File: src/rtl/nes_pkg.sv
// -----------------------------------------------------------------------------
// nes_pkg
// Shared definitions for the NES controller poll path.
//   NES_BTN_W     width of a button byte
//   BTN_*         bit index of each button inside that byte
//   poll_state_t  state type of the poll scheduler FSM
// No ports (package).
// -----------------------------------------------------------------------------
package nes_pkg;

    localparam int NES_BTN_W = 8;

    // Bit positions in the button byte, in controller shift order.
    localparam int BTN_A      = 0;
    localparam int BTN_B      = 1;
    localparam int BTN_SELECT = 2;
    localparam int BTN_START  = 3;
    localparam int BTN_UP     = 4;
    localparam int BTN_DOWN   = 5;
    localparam int BTN_LEFT   = 6;
    localparam int BTN_RIGHT  = 7;

    typedef enum logic [1:0] {
        IDLE    = 2'd0,
        REQUEST = 2'd1,
        WAIT    = 2'd2,
        UPDATE  = 2'd3
    } poll_state_t;

endpackage

File: src/rtl/nes_poll_timer.sv
// -----------------------------------------------------------------------------
// nes_poll_timer
// Reloadable down-counter that produces the periodic poll tick.
//   clk       in   system clock
//   rst_n_i   in   asynchronous active-low reset (counter -> PERIOD-1)
//   reload_i  in   force counter to PERIOD-1 (has priority over counting)
//   count_i   in   decrement enable
//   tick_o    out  high while counting and the counter is at 0; the counter
//                  reloads on the same edge
// -----------------------------------------------------------------------------
module nes_poll_timer #(
    parameter int unsigned PERIOD = 416_667
) (
    input  logic clk,
    input  logic rst_n_i,
    input  logic reload_i,
    input  logic count_i,
    output logic tick_o
);

    localparam int unsigned CW = $clog2(PERIOD);
    localparam logic [CW-1:0] RELOAD = CW'(PERIOD - 1);

    logic [CW-1:0] cnt_q;
    logic [CW-1:0] cnt_d;

    assign tick_o = count_i && (cnt_q == '0);

    always_comb begin
        cnt_d = cnt_q;
        if (reload_i || tick_o) begin
            cnt_d = RELOAD;
        end else if (count_i) begin
            cnt_d = cnt_q - 1'b1;
        end
    end

    always_ff @(posedge clk or negedge rst_n_i) begin
        if (!rst_n_i) begin
            cnt_q <= RELOAD;
        end else begin
            cnt_q <= cnt_d;
        end
    end

endmodule

File: src/rtl/nes_poll_scheduler.sv
// -----------------------------------------------------------------------------
// nes_poll_scheduler
// Drives the nes_controller read handshake: issues periodic (or manual) read
// strobes, captures the returned button byte and reports press/release edges.
//   clk             in   system clock
//   i_rst_n         in   asynchronous active-low reset
//   i_enable        in   periodic polling enable (counter held at reload when 0)
//   i_poll_now      in   manual poll request, honoured only in IDLE
//   o_read_buttons  out  one-cycle read strobe (registered, high during REQUEST)
//   i_valid         in   read completion from nes_controller
//   i_buttons       in   button byte, sampled when i_valid=1 in WAIT
//   o_buttons       out  last captured button byte
//   o_pressed       out  bits that went 0->1 in the last capture
//   o_released      out  bits that went 1->0 in the last capture
//   o_event         out  one-cycle strobe: last capture changed something
//   o_busy          out  high in REQUEST or WAIT
//   o_timeout       out  one-cycle strobe when a read times out
// Build option: NES_POLL_TIMEOUT_EN adds a WAIT timeout of TIMEOUT_CYCLES;
// without it WAIT is left only on i_valid and o_timeout is tied to 0.
// -----------------------------------------------------------------------------
module nes_poll_scheduler
    import nes_pkg::*;
#(
    parameter int unsigned POLL_PERIOD    = 416_667,
    parameter int unsigned TIMEOUT_CYCLES = 4096
) (
    input  logic                 clk,
    input  logic                 i_rst_n,
    input  logic                 i_enable,
    input  logic                 i_poll_now,
    output logic                 o_read_buttons,
    input  logic                 i_valid,
    input  logic [NES_BTN_W-1:0] i_buttons,
    output logic [NES_BTN_W-1:0] o_buttons,
    output logic [NES_BTN_W-1:0] o_pressed,
    output logic [NES_BTN_W-1:0] o_released,
    output logic                 o_event,
    output logic                 o_busy,
    output logic                 o_timeout
);

    poll_state_t          state_q, state_d;
    logic [NES_BTN_W-1:0] next_q, next_d;
    logic [NES_BTN_W-1:0] buttons_q, pressed_q, released_q;
    logic                 read_q, event_q, timeout_q;
    logic                 tick, start_poll, tmo_expire;
    logic                 timer_reload, timer_count;

    // Counter only runs while idle and enabled; any poll start (or disable)
    // parks it at the reload value so the next period is a full one.
    assign timer_count  = (state_q == IDLE) && i_enable;
    assign timer_reload = !i_enable || start_poll;
    // Tick and manual request in the same cycle collapse into one poll.
    assign start_poll   = (state_q == IDLE) && (tick || i_poll_now);

    nes_poll_timer #(
        .PERIOD (POLL_PERIOD)
    ) u_timer (
        .clk      (clk),
        .rst_n_i  (i_rst_n),
        .reload_i (timer_reload),
        .count_i  (timer_count),
        .tick_o   (tick)
    );

`ifdef NES_POLL_TIMEOUT_EN
    localparam int unsigned TW = (TIMEOUT_CYCLES < 2) ? 1 : $clog2(TIMEOUT_CYCLES);
    localparam logic [TW-1:0] TMO_LAST = TW'(TIMEOUT_CYCLES - 1);

    logic [TW-1:0] tmo_q;

    // Zero on the WAIT entry cycle, counts up while waiting.
    always_ff @(posedge clk or negedge i_rst_n) begin
        if (!i_rst_n) begin
            tmo_q <= '0;
        end else if (state_q == WAIT) begin
            tmo_q <= tmo_q + 1'b1;
        end else begin
            tmo_q <= '0;
        end
    end

    // A capture arriving on the expiry cycle wins over the timeout.
    assign tmo_expire = (state_q == WAIT) && !i_valid && (tmo_q == TMO_LAST);
`else
    assign tmo_expire = 1'b0;
`endif

    always_comb begin
        state_d = state_q;
        next_d  = next_q;
        unique case (state_q)
            IDLE: begin
                if (start_poll) begin
                    state_d = REQUEST;
                end
            end
            REQUEST: begin
                state_d = WAIT;
            end
            WAIT: begin
                if (i_valid) begin
                    state_d = UPDATE;
                    next_d  = i_buttons;
                end else if (tmo_expire) begin
                    state_d = IDLE;
                end
            end
            UPDATE: begin
                state_d = IDLE;
            end
            default: begin
                state_d = IDLE;
            end
        endcase
    end

    always_ff @(posedge clk or negedge i_rst_n) begin
        if (!i_rst_n) begin
            state_q    <= IDLE;
            next_q     <= '0;
            buttons_q  <= '0;
            pressed_q  <= '0;
            released_q <= '0;
            read_q     <= 1'b0;
            event_q    <= 1'b0;
            timeout_q  <= 1'b0;
        end else begin
            state_q   <= state_d;
            next_q    <= next_d;
            // Registered strobe lines up exactly with the REQUEST cycle.
            read_q    <= (state_d == REQUEST);
            event_q   <= (state_q == UPDATE) && (next_q != buttons_q);
            timeout_q <= tmo_expire;
            if (state_q == UPDATE) begin
                buttons_q  <= next_q;
                pressed_q  <= next_q & ~buttons_q;
                released_q <= ~next_q & buttons_q;
            end
        end
    end

    assign o_read_buttons = read_q;
    assign o_buttons      = buttons_q;
    assign o_pressed      = pressed_q;
    assign o_released     = released_q;
    assign o_event        = event_q;
    assign o_busy         = (state_q == REQUEST) || (state_q == WAIT);
    assign o_timeout      = timeout_q;

endmodule

File: config.mk
export PLATFORM = sky130hd
export DESIGN_NAME = nes_poll_scheduler
export DESIGN_NICKNAME = d
export VERILOG_FILES = /design/src/rtl/nes_pkg.sv /design/src/rtl/nes_poll_timer.sv /design/src/rtl/nes_poll_scheduler.sv
export SDC_FILE = /design/constraint.sdc
export NUM_CORES = 1
export LEC_CHECK = 0
export ABC_CLOCK_PERIOD_IN_PS = 3700
export CAP_MARGIN = 20
export CORE_MARGIN = 2
export CORE_UTILIZATION = 45
export CTS_CLUSTER_SIZE = 16
export DETAILED_ROUTE_END_ITERATION = 8
export GPL_TIMING_DRIVEN = 0
export MAX_ROUTING_LAYER = met4
export PLACE_DENSITY = 0.68
export SLEW_MARGIN = 20
export SYNTH_ARGS = -nofsm -noshare
export SYNTH_HDL_FRONTEND = slang
export SYNTH_SLANG_ARGS = --single-unit
File: constraint.sdc
create_clock -name clk -period 3.7 [get_ports clk]
set_clock_uncertainty 0.05 [all_clocks]
set_input_delay 1.11 -clock clk [delete_from_list [all_inputs] [get_ports clk]]
set_output_delay 1.11 -clock clk [all_outputs]
set_load 0.02 [all_outputs]
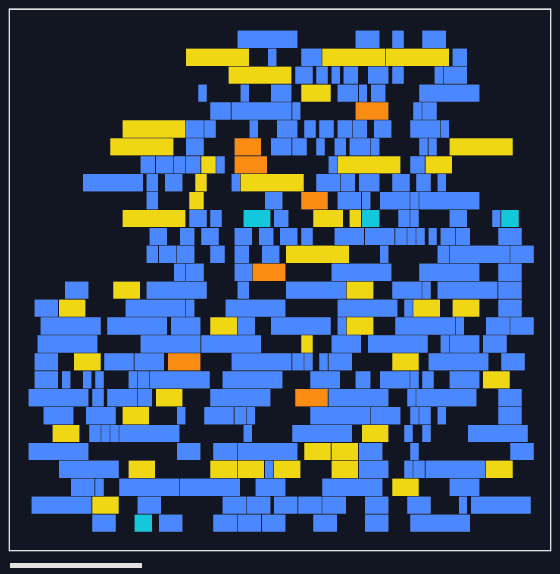
Figure 1: cell sizes after repair.
Scale bar: 20 um.
- yellow: drive 2 (cells 43; share 15%)
- cyan: drive 3 to 4 (cells 4; share 1.4%)
- orange: drive 6 and up (cells 7; share 2.4%)
- blue: drive 1 or less (cells 236; share 81%)
Finished Cell Area: 3310 sq um
Non-clk bufs: 48
area delta synth->final: 21.0%

==> ci_impl_report.md <==
### Metrics collected by this job

| Metric | Value |
|---|---|
| Seq area share | `0.420` |
| Delay-heaviest family, CP | `buffers and inverters` |
| Met3 wire len | `around 170 um` |
| M1 WL | `2470 um` |
| RSZ-0062 raised after global routing | `no` |
| Postcts setup bufs | `0` |
| Ys Warns | `0` |
| Slew @ Worst Pin | `roughly 0.68 ns` |
| End point of the critical path | `o_busy` |
| Worst hold margin | `0.434 ns` |
| WHS Path Cells | `2` |
| FP Util | `0.465` |
| Most flop-heavy register | `u_timer.cnt_q` |
| Tot Pwr | `2290 uW` |
| CTS Buf Count | `5` |
| Met3 usage | `0.0330` |
| Netlist Area Pre-Place | `2740 sq um` |
| Flop count | `between 50 and 60` |
| Synth Seq Share | `0.508` |
| Worst-case vdd ir drop | `0.000407 V` |
| Layout Utilization | `0.563` |
| Longest Clk Path Bufs | `2` |
| Clock Pin Slew Worst Setup and Hold Paths | `0.10 ns` |
| Final worst path period need | `2.94 ns` |
| XOR/XNOR Fraction of Synth Area | `0.0160` |
| M2 GR Usage | `0.262` |
| Synth cell count leaders | `dfrtp_1, mux2_2, ha_1, inv_1, nand2_1` |
| Max-area cell class | `sequential cells` |
| Adder Area Share | `0.0960` |
| Synth top area cells | `dfrtp_1, dfstp_2, mux2_2` |
| Final worst setup slack | `~0.76 ns` |
| CTS Hold Bufs | `0` |
| Setup violators final | `0` |
| Aoi share | `0.0786` |
| Core Region | `5890 sq um` |
| Slowest stage delay, CP | `0.61 ns` |
| Gr busiest metal | `met2` |
| CP Class | `reg2out` |
| Chip area | `6720 sq um` |
| Clk sinks | `between 50 and 60` |
| Critical path buffers and inverters | `2` |
| DRT iter0 DRCs | `slightly below 100` |
| Via count | `1934` |
| Max cap viols | `0` |
| Clock Buffer Count | `5` |
| Post-DP HPWL | `3640 um` |
| Met1 GRT Util | `0.242` |
| Hold path start | `u_timer.cnt_q[18]` |
| Reg2reg setup slack | `around 1.4 ns` |
| Avg Cell Area, Syn | `11.3 sq um` |
| Slew Limit Headroom | `0.550` |
| Nature of the critical path startpoint | `register` |
| Pre-CTS WS | `0.771 ns` |
| Worst min path class | `reg2reg` |
| Tool Warnings | `37` |
| Post-synth EDFFs | `0` |
| Wirelength per Cell | `13.9 um` |
| R2R cell count | `7` |
| Layout clock area frac | `0.0280` |
| Core Rows | `28` |
| Routed wire length | `5090 um` |
| Post-CTS sizing | `0` |
| H-tree depth | `2` |
| Critical path's slowest cell | `clkdlybuf4s50_1` |
| CP cell instances | `inv_1 > ha_1 > clkdlybuf4s50_1` |
| Clock Tree Root | `clkbuf_8` |
| Status | `complete, no violations` |
| Ys cells | `243` |
| Register Area | `about 1400 sq um` |
| Post-synthesis async set-or-reset flop share | `1.00` |
| Critical Path Source | `state_q[0]` |
| AND/OR/NAND/NOR Cells, Area Fraction | `0.147` |
| I/O pins | `~40` |
| CTS tree | `done` |
| Final Hold Vio Count | `0` |
| DR pass1 iterations | `4` |
| # DRC | `0` |
| Global route overflow | `0` |
| First-pass GRT wire length | `8740 um` |
| Synth area leader | `dfrtp_1` |
| Vias in the first global route | `around 1900` |
| Ant diodes | `0` |
| Largest register FFs | `19` |
| Comb/total area | `0.368` |
| Cycle use final | `0.794` |
| Invs w/o clock | `21` |
| Met2 routed WL | `2370 um` |
| Layout cells sized above 1 | `0.186` |
| Gpl congestion | `0.775` |
| Final Slew Violations | `0` |
| Max Freq | `340 MHz` |
| Fillers | `525` |
| Syn Nets | `277` |
| Main logic family | `simple AND/OR/NAND/NOR gates` |
| Tot GR Track Use | `0.176` |
| Largest net degree at the start of global routing | `56` |
| Synthesized flop and latch total | `55` |
| Area of the multi-input gates | `1220 sq um` |
| Post-DP Area | `3220 sq um` |
| Area share, top type | `0.402` |
| Cells after synthesis | `between 200 and 250` |
| CP endpoint kind | `primary output` |
| Dominant flop cell | `dfrtp_1` |
| WP depth | `3` |
| MI comb cells | `around 160` |
| Non-clk buf share | `0.132` |
| Post-route ant nets | `0` |
| CP arrival | `1.78 ns` |
| Hold EP | `u_timer.cnt_q[18]` |
| Die height | `82.0 um` |
| Antenna violations before repair | `0` |
| Total negative slack | `0 ns` |
| Count of input and output buffers | `39` |
| Yosys stat area | `about 2700 sq um` |
| Fin cells | `365` |
| Most instantiated library cell after synthesis | `dfrtp_1` |
| Worst skew pair latency | `approximately 0.31 ns` |
| Via-to-Cell Ratio | `5.30` |
| Die width | `between 80 and 90 um` |
| Placed Cells | `357` |
| R2R Path Start | `state_q[0]` |
| Data required, critical path | `between 2 and 3 ns` |
| MUX area fraction | `0.107` |
| P per Cell Area | `~700 nW/um^2` |
| Crit Path Max Fanout | `4` |
| Reg-to-reg endpoint | `u_timer.cnt_q[14]` |
| Leakage power | `0.00140 uW` |
| Tap cells | `75` |
| Cell Type Count | `41` |
| Fin nets | `about 320` |
| DR top layer | `met4` |
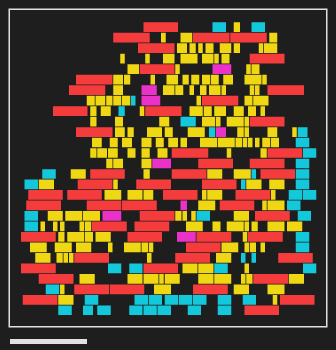
Figure 2: cells colored by class.
Scale bar: 20 um.
- yellow: all other logic (cells 179; share of their area 40%)
- red: flops (cells 55; share of their area 43%)
- magenta: clock drivers and dummy loads (cells 8; share of their area 2.9%)
- cyan: other buffers and delay cells (cells 48; share of their area 14%)

[cell usage in the layout, fill, tap and decap left out, types with 2 or more instances in the layout]
cell type	Yosys	routed
or4_1	9	9
nor2b_1	3	3
nand3_1	7	7
nand2_1	19	19
o41ai_1	2	2
a21oi_1	5	5
dfstp_2	11	11
buf_2	2	2
nor4_1	4	4
o21ai_0	11	11
or2_2	2	2
inv_1	21	21
nor2_1	8	8
clkdlybuf4s50_1	0	38
o22ai_1	2	2
ha_1	21	21
dfrtp_1	44	44
mux2_2	25	25
nand4_1	5	5
clkbuf_8	0	5
buf_4	1	2
xor2_1	4	4
clkbuf_1	5	5
or3_1	5	5
nor3_1	2	2
o31ai_1	8	8
[power breakdown]
group	total [uW]	switching, uW	internal, uW
combinational	1010	512	499
sequential	935	142	793
clock	341	204	137
total	2290	858	1430
Power is estimated from default activity; no workload was simulated.
